==> config.mk <==
export PLATFORM = sky130hd
export DESIGN_NAME = pc_fetch
export DESIGN_NICKNAME = d
export VERILOG_FILES = /design/src/rtl/pc_fetch.sv
export SDC_FILE = /design/constraint.sdc
export NUM_CORES = 1
export LEC_CHECK = 0
export CORE_ASPECT_RATIO = 0.75
export CORE_MARGIN = 5
export CORE_UTILIZATION = 47
export DETAILED_ROUTE_END_ITERATION = 8
export GPL_ROUTABILITY_DRIVEN = 0
export PLACE_DENSITY = 0.9
export SYNTH_ARGS = -nofsm -noshare
export SYNTH_HDL_FRONTEND = slang
export SYNTH_SLANG_ARGS = --single-unit
==> constraint.sdc <==
create_clock -name clk -period 5 [get_ports clk]
set_input_delay 0.75 -clock clk [delete_from_list [all_inputs] [get_ports clk]]
set_output_delay 0.75 -clock clk [all_outputs]
set_load 0.005 [all_outputs]
==> src/rtl/pc_fetch.sv <==
// Instruction-fetch stage feeding PC_control: holds the architectural PC, fetches over a
// req/valid memory handshake, hands instructions to decode and halts on the HLT opcode.
module pc_fetch #(
  parameter logic [15:0] RESET_PC = 16'h0000,
  parameter logic [3:0]  HALT_OP  = 4'hF
) (
  input  logic        clk,
  input  logic        rst_n,
  output logic [15:0] pc_cur,
  input  logic [15:0] pc_next,
  output logic        pc_en,
  output logic        imem_req,
  output logic [15:0] imem_addr,
  input  logic        imem_rvalid,
  input  logic [15:0] imem_rdata,
  output logic [15:0] instr,
  output logic        instr_valid,
  input  logic        dec_ready,
  input  logic        flush,
  input  logic [15:0] flush_pc,
  output logic        halted
);

  typedef enum logic [1:0] {
    START,
    FETCH,
    ISSUE,
    HALT
  } state_t;

  state_t state;
  logic   drop;

  assign imem_req = (state == FETCH);
  assign pc_en    = (state == ISSUE) && dec_ready && !flush;

  // drop marks a request already in flight whose data belongs to a flushed path;
  // imem_addr never moves while a request is outstanding.
  always_ff @(posedge clk or negedge rst_n) begin
    if (!rst_n) begin
      state       <= START;
      pc_cur      <= RESET_PC;
      imem_addr   <= RESET_PC;
      instr       <= 16'h0000;
      instr_valid <= 1'b0;
      halted      <= 1'b0;
      drop        <= 1'b0;
    end else begin
      case (state)
        START: begin
          imem_addr <= pc_cur;
          state     <= FETCH;
        end
        FETCH: begin
          if (imem_rvalid) begin
            if (flush) begin
              pc_cur    <= flush_pc;
              imem_addr <= flush_pc;
              drop      <= 1'b0;
            end else if (drop) begin
              drop      <= 1'b0;
              imem_addr <= pc_cur;
            end else begin
              instr <= imem_rdata;
              if (imem_rdata[15:12] == HALT_OP) begin
                halted <= 1'b1;
                state  <= HALT;
              end else begin
                instr_valid <= 1'b1;
                state       <= ISSUE;
              end
            end
          end else if (flush) begin
            pc_cur <= flush_pc;
            drop   <= 1'b1;
          end
        end
        ISSUE: begin
          if (flush) begin
            pc_cur      <= flush_pc;
            imem_addr   <= flush_pc;
            instr_valid <= 1'b0;
            state       <= FETCH;
          end else if (dec_ready) begin
            pc_cur      <= pc_next;
            imem_addr   <= pc_next;
            instr_valid <= 1'b0;
            state       <= FETCH;
          end
        end
        HALT: begin
          state <= HALT;
        end
        default: begin
          state <= START;
        end
      endcase
    end
  end

endmodule

==> reports/summary.txt, run 1 <==
Slowest stage cell, crit path = clkdlybuf4s50_1
Ys Warns = 0
CTS Sinks = 53
Area of the mapped netlist = 0.00264 mm2
Comb area = 0.00118 mm2
Fp_density = 49.0%
Global-route wire length before repair = 11000 um
Routed wl met2 = 3360 um
Wire length on met1 = 3080 um
Placed cell count = 379
Yosys reg bits = 53
Chip area = 0.00723 mm2
Synth logic family = multiplexers
Setup TNS = 0 ps
Flop area = 0.00133 mm2
Synth mux share = 20.9%
Fin crit share = 67.5%
Synth Instances = 216
Placed cell area = 0.00367 mm2
Startpoint types = primary input
Min Tclk post-route = 3380 ps
Global routing usage on met1 = 26.4%
Ys cells = 216
Clock-cell share of area = 2.30%
Final wirelength = 7110 um
Vias per inst = 5.56
CP peak stage delay = 910 ps
Max layer used = met4
Post-CTS Setup Bufs = 0
Die Y = 74.9 um
Combinational Gates = 140
Mean Syn Cell Area = 12.2 um2
Log Warnings = 28
Root Driver = clkbuf_8
Antenna violations before repair = 0
Adder Area Share = 1.42%
And-or/or-and share of the synthesized area = 16.9%
CTS Buffer Depth = 2
Unrepaired setup endpoints after global routing = false
Run status = finished, final reports clean
P_leak = 1.45 nW
Maximum Capacitance Violations = 0
Nonclk buf count = 106
Pwr dens = 518 mW/mm2
Seq cells = 53
Synthesized net count = 272
Simple Share, Synth = 5.08%
Leading cell kind = registers
GR met2 Demand/Resource = 32.1%
Vias after detailed routing = 2150
## run 1: cells in the mapped netlist
cell type / number / area [um2]
a211oi_2: 1 / 12.5
a21oi_1: 20 / 100
a2bb2oi_1: 17 / 149
a32oi_1: 16 / 140
and2_1: 1 / 6.26
and3_1: 1 / 6.26
buf_2: 9 / 45.0
buf_4: 2 / 15.0
buf_6: 5 / 56.3
clkbuf_1: 1 / 3.75
clkbuf_2: 1 / 5.00
dfrtp_1: 53 / 1330
ha_1: 3 / 37.5
inv_1: 5 / 18.8
mux2_2: 48 / 541
mux2i_1: 1 / 10.0
nand2_1: 1 / 3.75
nand2b_1: 1 / 6.26
nand3_1: 1 / 5.00
nand4_1: 1 / 6.26
nor2_1: 17 / 63.8
nor2_4: 1 / 11.3
nor2b_1: 1 / 6.26
nor3_1: 1 / 5.00
nor3b_1: 1 / 7.51
o21ai_0: 3 / 15.0
o21bai_1: 1 / 7.51
o21bai_2: 1 / 11.3
o32a_1: 1 / 10.0
or2_1: 1 / 6.26
## run 1: where the power goes
part	internal [W]	switching, W	total, W
registers	0.000638	0.000137	0.000774
clock network	0.000100	0.000138	0.000238
logic	0.000595	0.000339	0.000934
## run 1: path summary, 6_finish.rpt
path / startpoint / endpoint / slack (ps) / cells after the start
setup / recovery: flush / pc_en / 1620 / 4
hold / removal: halted$_DFFE_PN0P_ / halted$_DFFE_PN0P_ / 490 / 1
setup reg to reg: state[0]$_DFFE_PN0P_ / imem_addr[6]$_DFFE_PN0P_ / 2650 / 6
hold reg to reg: halted$_DFFE_PN0P_ / halted$_DFFE_PN0P_ / 490 / 1
max in group asynchronous: rst_n / instr[12]$_DFFE_PN0P_ / 3990 / 2
min in group asynchronous: rst_n / pc_cur[6]$_DFFE_PN0P_ / 570 / 2
**Run 1: where the registers sit**

Other sequential cells in the stronger gray, the rest of the logic in the fainter gray.
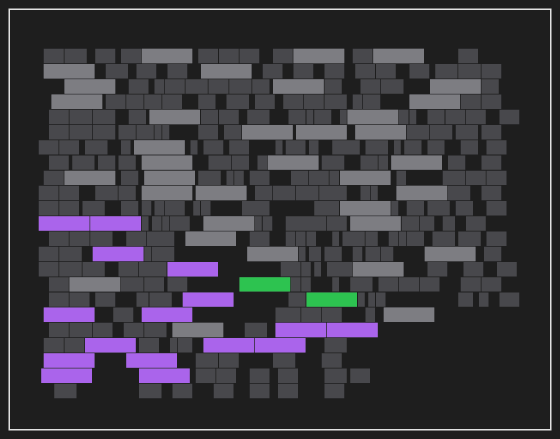
state -> green  # flops 2
instr -> purple  # flops 16
not colored = 35

**Run 1: gate families picked out**

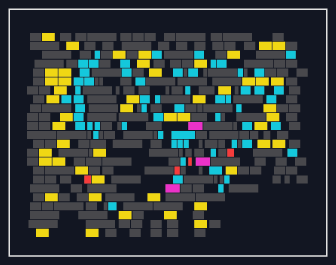
inverting AOI/OAI gates -> cyan  # cells 59, most used a21oi_1
adder and majority cells -> magenta  # cells 3, most used ha_1
multiplexers -> yellow  # cells 49, most used mux2_2, where widely spread
NAND gates -> red  # cells 4
dominant logic cell type in the layout: clkdlybuf4s50_1
Comb area share: 31.4%
Post-Layout Cell Count: 387

**Run 1: clock wires, drivers and flops**

The bar under the picture is 20 um long.
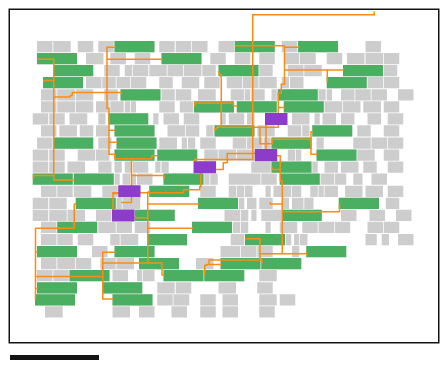
flip-flops -> green  # count 53
cells driving clock nets -> purple  # count 5
clock wires -> orange  # length 588 um
flops lie = widely spread
Worst Skew: 9.43 ps
clk ins delay skew pair: 300 ps
power in the clock group: 0.000238 W
part of the power in the clock network: 12.2%

**Run 1: cells colored by class**

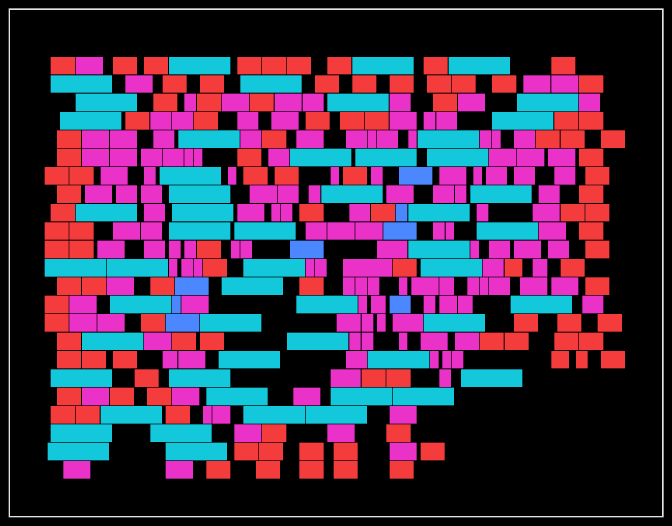

==> run 1 -> run 2 <==
--- a/config.mk
+++ b/config.mk
@@ -7,10 +7,10 @@
 export LEC_CHECK = 0
 export CORE_ASPECT_RATIO = 0.75
 export CORE_MARGIN = 5
-export CORE_UTILIZATION = 47
+export CORE_UTILIZATION = 39
 export DETAILED_ROUTE_END_ITERATION = 8
 export GPL_ROUTABILITY_DRIVEN = 0
-export PLACE_DENSITY = 0.9
+export PLACE_DENSITY = 0.8
 export SYNTH_ARGS = -nofsm -noshare
 export SYNTH_HDL_FRONTEND = slang
 export SYNTH_SLANG_ARGS = --single-unit
==> constraint.sdc (replaced) <==
create_clock -name clk -period 3.1 [get_ports clk]
set_input_delay 0.465 -clock clk [delete_from_list [all_inputs] [get_ports clk]]
set_output_delay 0.465 -clock clk [all_outputs]
set_load 0.005 [all_outputs]
**Run 2: cells colored by class**

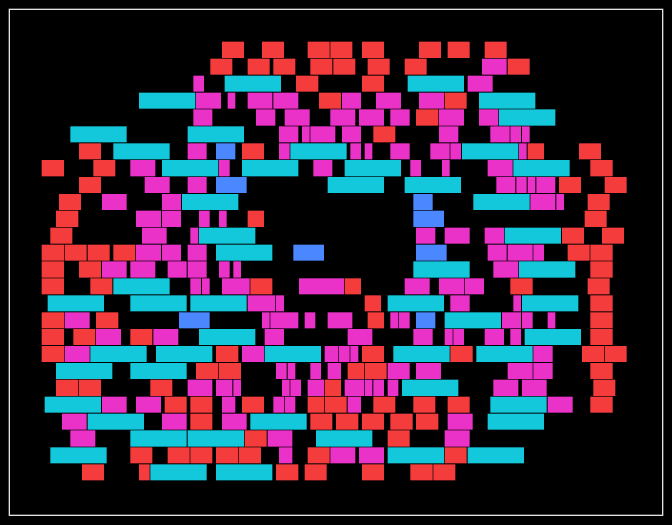
flip-flops -> cyan  # cells 53
all other logic -> magenta  # cells 145
other buffers and delay cells -> red  # cells 112
clock drivers and dummy loads -> blue  # cells 8

**Run 2: where the registers sit**

Other sequential cells in the stronger gray, the rest of the logic in the fainter gray.
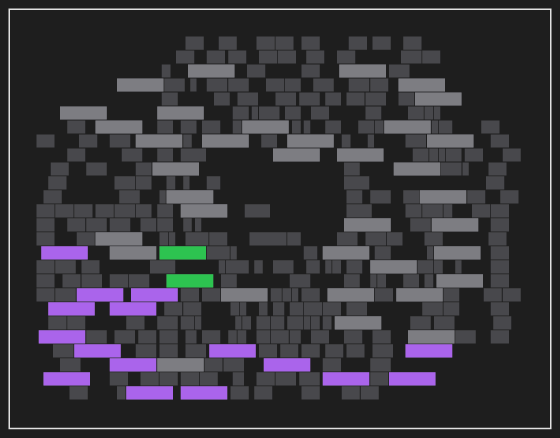
instr -> purple  # flops 16
state -> green  # flops 2
not colored = 35

==> reports/summary.txt, run 2 <==
Fp_density = 39.4% (was 49.0%)
Post-synth EDFFs = 0 (unchanged)
Ys Warns = 0 (unchanged)
Ys async rst share = 100% (unchanged)
Most common reg cell = dfrtp_1 (unchanged)
Placed cell count = 394 (was 379)
Synth Instances = 216 (unchanged)
Post-CTS Setup Bufs = 0 (unchanged)
Placed cell area = 0.00372 mm2 (was 0.00367 mm2)
Cell with the most instances after synthesis = dfrtp_1 (unchanged)
Maximum Capacitance Violations = 0 (unchanged)
Post-synth top area share = 50.3% (unchanged)
Commonest cells in the netlist = dfrtp_1, mux2_2, a21oi_1 (unchanged)
Area of the mapped netlist = 0.00264 mm2 (unchanged)
Worst Skew = 7.44 ps (was 9.43 ps)
Top cells by area = dfrtp_1, mux2_2, a2bb2oi_1, a32oi_1, a21oi_1 (unchanged)
Die Y = 81.2 um (was 74.9 um)
Yosys reg bits = 53 (unchanged)
Chip area = 0.00852 mm2 (was 0.00723 mm2)
Chip Area, Yosys = 0.00264 mm2 (unchanged)
Global-route wire length before repair = 11900 um (was 11000 um)
HP Class = primary input to asynchronous set/reset pin (was register to register)
Unrepaired setup endpoints after global routing = false (unchanged)
CTS Sinks = 53 (unchanged)
Register-to-Register Path Depth = 6 (unchanged)
Synthesized net count = 272 (unchanged)
Ys cells = 216 (unchanged)
Vias after detailed routing = 2173 (was 2150)
Post-Layout Cell Count = 402 (was 387)
Run status = finished, final reports clean (unchanged)
Root Driver = clkbuf_8 (unchanged)
Clk ins delay skew pair = 310 ps (was 300 ps)
Startpoint types = primary input (unchanged)
Fin crit share = 76.8%
Pwr dens = 826 mW/mm2 (was 518 mW/mm2)
CTS Buffer Depth = 2 (unchanged)
Dominant logic cell type in the layout = clkdlybuf4s50_1 (unchanged)
Flop area = 0.00133 mm2 (unchanged)
P_leak = 1.48 nW (was 1.45 nW)
Log Warnings = 28 (unchanged)
Mean Syn Cell Area = 12.2 um2 (unchanged)
Antenna violations before repair = 0 (unchanged)
Vias per inst = 5.41 (was 5.56)
-- run 2: cell counts after synthesis --
Identical to the previous run, type by type.
-- run 2: area by class of cell --
type                    instances  share of cell area (%)
flip-flops and latches         53                    34.7
clock buffers                   5                    1.80
repair buffers                112                    28.7
clock inverters                 3                   0.688
inverters                       5                   0.491
multi-input cells             140                    30.8
well taps                      84                    2.75
-- run 2: metal layers --
layer	global-route usage, %	wire length, um	up-vias
met1	23.5	3340	1084
met3	3.89	405	7
met5	0	0	-
met2	28.1	3380	72
met4	3.83	74	0
li1	-	-	1010
-- run 2: path summary, 6_finish.rpt --
check                                          start                       end  slack [ps]
worst max-delay path                           flush                     pc_en         720
worst min-delay path                           rst_n     instr[12]$_DFFE_PN0P_         190
min in group clk                  halted$_DFFE_PN0P_        halted$_DFFE_PN0P_         500
worst max register to register  state[1]$_DFFE_PN0P_  imem_addr[8]$_DFFE_PN0P_         990
max in group asynchronous                      rst_n    pc_cur[11]$_DFFE_PN0P_        2240
worst min register to register    halted$_DFFE_PN0P_        halted$_DFFE_PN0P_         500
-- run 2: kinds of logic (layout without fill, tap and decap cells) --
logic type,after synthesis,count (layout),synth area share [%]
compound gates,60,60,16.9
flops,53,53,50.3
mux,49,49,20.9
simple gates,28,28,5.08
buf+inv,23,125,5.45
fa+ha+maj,3,3,1.42
-- run 2: where the power goes --
part           switching (W)  internal (W)
clock               0.000242      0.000165
sequential          0.000223       0.00103
combinational       0.000528      0.000968
-- run 2: worst max-delay path, stage by stage --
cell and delay [ps]:
clkdlybuf4s50_1 620, nor2b_2 200, and2_1 130, clkdlybuf4s50_1 500
**Run 2: clock wires, drivers and flops**

The bar under the picture is 20 um long.
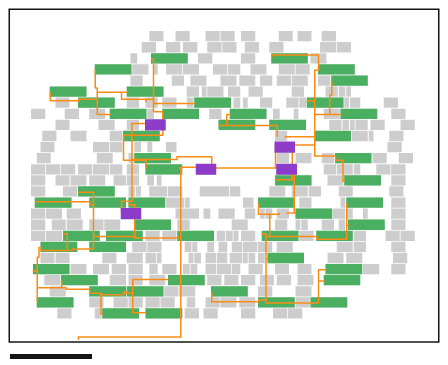

==> run 2 -> run 3 <==
==> constraint.sdc (replaced) <==
create_clock -name clk -period 1.91 [get_ports clk]
set_input_delay 0.2865 -clock clk [delete_from_list [all_inputs] [get_ports clk]]
set_output_delay 0.2865 -clock clk [all_outputs]
set_load 0.005 [all_outputs]
**Run 3: clock wires, drivers and flops**

The bar under the picture is 20 um long.
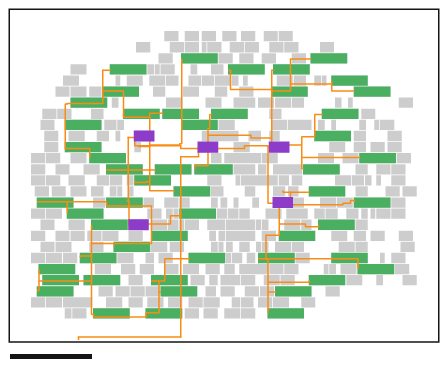
clock wires -> orange  # length 691 um
flip-flops -> green  # count 53
cells driving clock nets -> purple  # count 5
routed clock nets = 6

==> reports/summary.txt, run 3 <==
Startpoint types = register (was primary input)
Ys cells = 216 (unchanged)
Adder Area Share = 1.42% (unchanged)
Synth Instances = 216 (unchanged)
P_leak = 1.59 nW (was 1.48 nW)
FF-to-FF Start = state[0]$_DFFE_PN0P_ (was state[1]$_DFFE_PN0P_)
Routed wl met2 = 3830 um (was 3380 um)
Top cells by area = dfrtp_1, mux2_2, a2bb2oi_1, a32oi_1, a21oi_1 (unchanged)
Post-Layout Cell Count = 418 (was 402)
Dominant logic cell type in the layout = clkdlybuf4s50_1 (unchanged)
Flop area = 0.00133 mm2 (about the same)
Pwr dens = 1290 mW/mm2 (was 826 mW/mm2)
Clk ins delay skew pair = 310 ps (about the same)
Die Y = 81.2 um (unchanged)
Mean Syn Cell Area = 12.2 um2 (unchanged)
Fp_density = 39.4% (unchanged)
Wire length on met1 = 3220 um (was 3340 um)
Xor/xnor share of the synthesized area = 0% (unchanged)
Post-synth EDFFs = 0 (unchanged)
Synthesized net count = 272 (unchanged)
Run status = finished, final reports clean (unchanged)
Area of the mapped netlist = 0.00264 mm2 (unchanged)
Root Driver = clkbuf_8 (unchanged)
Simple Share, Synth = 5.08% (unchanged)
Post-synth top area share = 50.3% (unchanged)
DR WL met3 = 442 um (was 405 um)
Comb area = 0.00122 mm2 (was 0.00118 mm2)
Synth mux share = 20.9% (unchanged)
Min Tclk post-route = 1840 ps
Fin crit share = 96.3%
Max layer used = met4 (unchanged)
Vias after detailed routing = 2225 (was 2173)
Final wirelength = 7570 um (was 7190 um)
Vias per inst = 5.32 (was 5.41)
Chip Area, Yosys = 0.00264 mm2 (unchanged)
HP Class = register to register (was primary input to asynchronous set/reset pin)
**Run 3: clock wiring as the flow saved it**

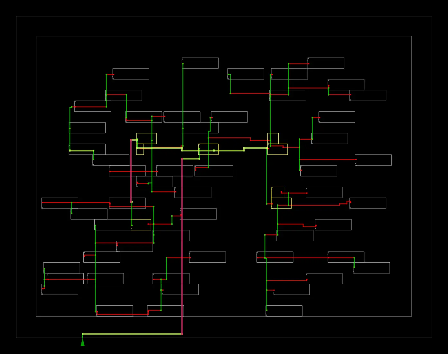
Seq cells: 53
Worst Skew: 7.63 ps
power in the clock group: 0.000657 W
CTS buffer count: 5

==> run 3: area by class of cell <==
type	instances	share of cell area [%]
Sequential cell	53	32.7
Timing Repair Buffer	128	32.1
Multi-Input combinational cell	140	29.9
Tap cell	84	2.59
Clock buffer	5	1.69
Clock inverter	3	0.523
Inverter	5	0.462
==> run 3: worst paths after layout <==
check / to / cells past startpoint
setup / recovery: imem_req / 3
hold / removal: halted$_DFFE_PN0P_ / 1
setup reg to reg: pc_cur[7]$_DFFE_PN0P_ / 7
hold reg to reg: halted$_DFFE_PN0P_ / 1
max in group asynchronous: pc_cur[12]$_DFFE_PN0P_ / 3
min in group asynchronous: instr[3]$_DFFE_PN0P_ / 3
==> run 3: metal layers <==
metal  track usage (%)  up-vias
met5                 0        -
met4              4.98        0
met3              4.21        6
met2              31.6       70
met1              21.1     1111
li1                  -     1038
==> run 3: power breakdown <==
part	leakage [nW]	switching (W)	total, W	internal [W]
combinational	0.930	0.000898	0.00258	0.00168
clock	0.0445	0.000395	0.000657	0.000261
sequential	0.614	0.000343	0.00201	0.00167
total	1.59	0.00164	0.00525	0.00361
==> run 3: per-stage QoR <==
step                TNS, ps  total power [W]  cell area (um2)
finish                    0          0.00525             4070
global route              0          0.00560             4070
CTS                       0          0.00527             3980
detailed placement    -1410          0.00460             3860
global placement          0          0.00452             3860
floorplan                 0          0.00303             2640
==> run 3: repair_timing <==
item                                   4_1_cts  5_1_grt
setup buffers                                2        0
gates cloned                                 0        2
setup endpoints to repair                    1       23
pin swaps                                    0        0
endpoints found under the hold margin       53        0
hold buffers                                 1        0
resized                                      3        7
==> run 3: critical path, cell delays in order, from the launching register on <==
cell and delay (ps):
dfrtp_2 460, inv_1 70, ha_2 210, clkdlybuf4s50_1 510
Power figures rest on the tool's default switching activity, not on a simulated workload.
